Run 1, routed clock nets over the placement:
The bar under the picture is 50 µm long.
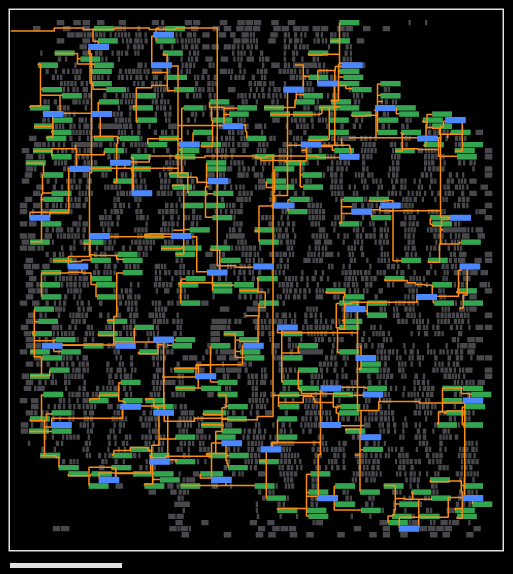
Run 1, placement by cell class:
The bar under the picture is 50 µm long.
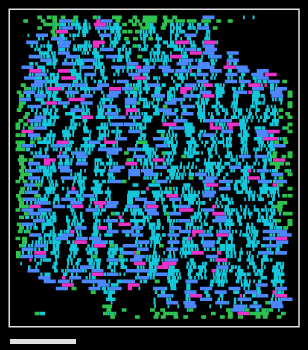
Run 1, selected gate families:
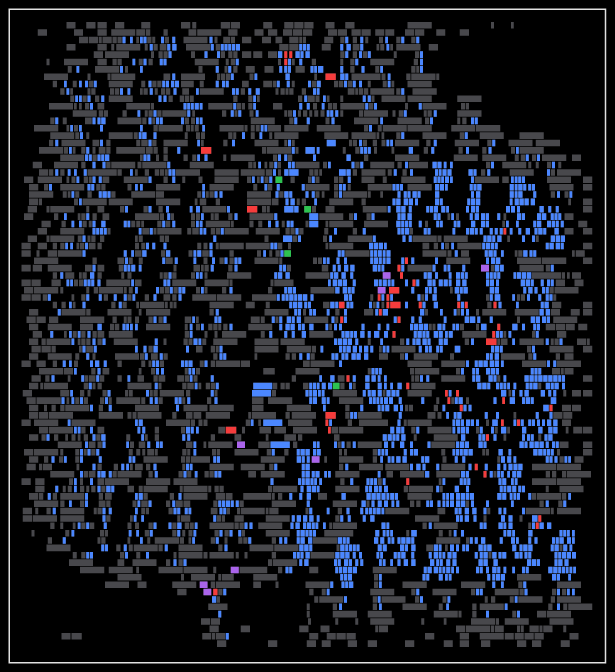
Run 1, track usage over the die:
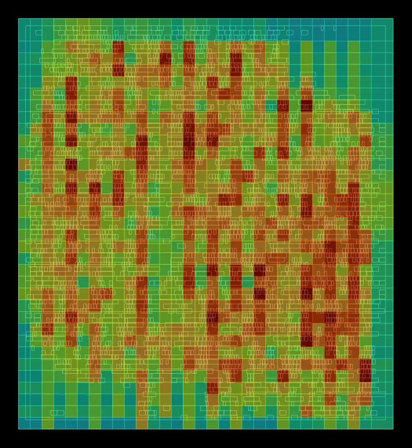
Design store_buffer, sky130hd; sources not shown.
==> GITHUB_STEP_SUMMARY <==
### Metrics collected by this job

| Metric | Value |
|---|---|
| Synth Cell Area | 0.01972 mm² |
| Vias per inst | 5.368 |
| Hold Violations, Final | 0 |
| Clock transition at the registers of the reported paths | 0.05 ns |
| Well tap count | 652 |
| WP data required | 17.68 ns |
| Nets | 3,407 |
| Synth Instances | 3,194 |
| Setup crit start kind | register |
| Mi-comb count | 2,402 |
| Peak per-stage delay on the critical path | 1.07 ns |
| Tcrit/Tclk final | 50.86% |
| FILL cells | 4,970 |
| Dpl cells | 3,883 |
| Tot GR Track Use | 26.29% |
| Setup Crit Path Kind | reg -> out |
| Worst path depth | 21 |
| Worst min-delay path category | reg -> reg |
| CTS root buffer | clkbuf_16 |
| Final wirelength | 70,320 µm |
| Data arrival, critical path | 7.46 ns |
| Crit end category | output pin |
| Yosys cell count | 3,194 |
| And+or+nand+nor area frac | 36.59% |
| # hold bufs at CTS | 0 |
| Most frequent logic cells in the routed design | nand2_1 (1,256), o21ai_0 (522), nand3_1 (412) |
| RSZ-0062 raised after global routing | false |
| FP Util | 40.40% |
| Fin area | 0.02386 mm² |
| H-Tree Level Count | 2 |
| Commonest flop | dfrtp_1 |
| PortBufs | 210 |
| Hold path cells | 2 |
| Final hold slack | 0.4799 ns |
| Placer congestion estimate | 0.9410 |
| Total gr overflow | 0 |
| Tightest Pin Transition | 1.143 ns |
| Post-CTS resize count | 0 |
| Top cells by count | nand2_1 (1,260), o21ai_0 (522), nand3_1 (412) |
| Vias | 21.38k |
| Log Warnings | 54 |
| Die Area | 0.05293 mm² |
| Aoi share | 16.92% |
| Dominant combinational family | simple AND/OR/NAND/NOR gates |
| CTS tree | done |
| Flops | 275 |
| WP buf/inv | 6 |
| # clk buffers | 67 |
| YS chip area | 0.01972 mm² |
| Buffer share of cell area | 9.176% |
| Post-synth regs | 275 |
| DRC Markers | 0 |
| Commonest Layout Cell | nand2_1 |
| Die Wd | 219.7 µm |
| Hpwl dp | 46,510 µm |
| Fmax | 0.09452 GHz |
| Final slew viol count | 0 |
| Outcome | completed |
| Leak Pwr | 11.60 nW |
| Mux cell area share | 0% |
| Plain + repair buffers | 220 |
| Max IR drop VDD | 0.1113 mV |
| Max-cap check violation count | 0 |
| Power Density | 184.9 mW/mm² |
| Comb area | 0.01084 mm² |
| Post-synth seq share | 34.89% |
| Most common cell in the netlist | nand2_1 |
| Yosys top cell by area | dfrtp_1 |
| Register area | 0.006889 mm² |
| ANT nets after route | 0 |
| # clock sinks | 275 |
| Antenna violations before repair | 3 |
| Delay-heaviest family, CP | buffers and inverters |
| Most used cell, CP | nand2_1 |
| Inverters | 334 |
| I/O pin count | 217 |
| Worst-path fanout max | 113 |
| Inserted Diodes | 1 |
| Post-Synth Adder-Cell Area | 0.6724% |
| Slowest cell on crit path | dfrtp_4 |
| Xor/xnor share | 0.3552% |
| Finish-stage setup viols | 0 |
| Cell area leaders | dfrtp_1 (35%), nand2_1 (24%), o21ai_0 (13%), nand3_1 (10%), inv_1 (6.1%) |
| Pre-CTS setup slack | 10.72 ns |
| Worst reg-to-reg setup slack | 17.16 ns |
| Top area contributor share | 34.89% |
| Power Total | 0.004412 W |
| Core box area | 0.04882 mm² |
| Cell Area, Placed | 0.02201 mm² |
| R2R depth | 5 |
| Layout cells sized above 1 | 4.025% |
| Largest class | logic gates |
| Crit-path cells | inv_6, ha_4, inv_4, buf_4, nand3_1, nand3_1, nand2_1, inv_1, nand2_1, nor2_1, nand2_1, nor2_2, nand3_1, nand2_1, inv_1, nand2_1, nand3_1, nand2_1, nor2_1, nor2_1, clkdlybuf4s50_1 |
| Num CTS Buffers | 55 |
| Number of detailed-route iterations in the first pass | 6 |
| Synthesized area per cell | 6.175 µm² |
| Final-layout clock-cell area share | 7.755% |
| Post-CTS Setup Repair Bufs | 0 |
| Warnings, synthesis | 0 |
| Async set-reset flop share out of synthesis | 100.0% |
| Number of enable flip-flop cells | 0 |
| Slew HR | 23.81% |
| Die Span Y | 240.9 µm |
| Starting DRT DRC Count | 1,860 |
| Min setup slack post-route | 10.22 ns |
| Final min period | 10.58 ns |
| Largest net degree at the start of global routing | 154 |
| Longest Clk Path Bufs | 3 |
| Vias in the first global route | 20.73k |
| P&R area growth vs syn | 20.98% |
| Setup TNS | 0 ns |
| Synth unique cells | 29 |
| First-pass GRT wire length | 110,900 µm |
About 'routed clock nets over the placement':
clock-net drivers -> blue  # count 55
flip-flops -> green  # count 275
clock wires -> orange  # length 4,730 µm
routed clock nets = 56
clk_lat worst skew: 0.62 ns
clk pwr: 0.000890 W
clk_skew: 0.02144 ns
clock share of power: 20.2%

About 'placement by cell class':
remaining logic cells -> cyan  # cells 2,736, share of their area 53%
clock drivers and dummy loads -> magenta  # cells 98, share of their area 8.0%
remaining buffers and delay cells -> green  # cells 220, share of their area 9.5%
sequential cells -> blue  # cells 275, share of their area 30%
flop share of the area: 28.87%
Core Rows: 85
Util after Layout: 48.88%

About 'selected gate families':
nor cells -> red  # cells 49, most used nor2_1
nand cells -> blue  # cells 1,696, most used nand2_1, where widely spread
non-inverting ao/oa cells -> green  # cells 4, most used o21a_1
xor and xnor cells -> purple  # cells 8, most used xor2_1
combinational share of cell area: 45.44%
fin cells: 3,982

About 'track usage over the die':
WL per Instance: 17.66 µm
GR met3 Demand/Resource: 4.810%
grt met2 use: 44.16%
gr busiest metal: met2

==> run 1: power by group <==
group | internal (W) | switching, W
combinational | 0.000839 | 0.00167
sequential | 0.000787 | 0.000223
clock | 0.000575 | 0.000315
==> run 1: worst min-delay path, stage by stage (launching register included) <==
cell	delay (ns)
dfrtp_1	0.34
nand2_1	0.05
o21ai_0	0.06
==> run 1: layer usage <==
layer / routed length, µm / vias to the layer above / GRT usage (%)
met5: 14 / - / 0
met4: 2473 / 4 / 10.16
met3: 4673 / 137 / 4.810
met2: 33270 / 731 / 44.16
met1: 29890 / 9989 / 33.77
li1: - / 10516 / -
No activity file was given, so power comes from the tool's default toggle rates.
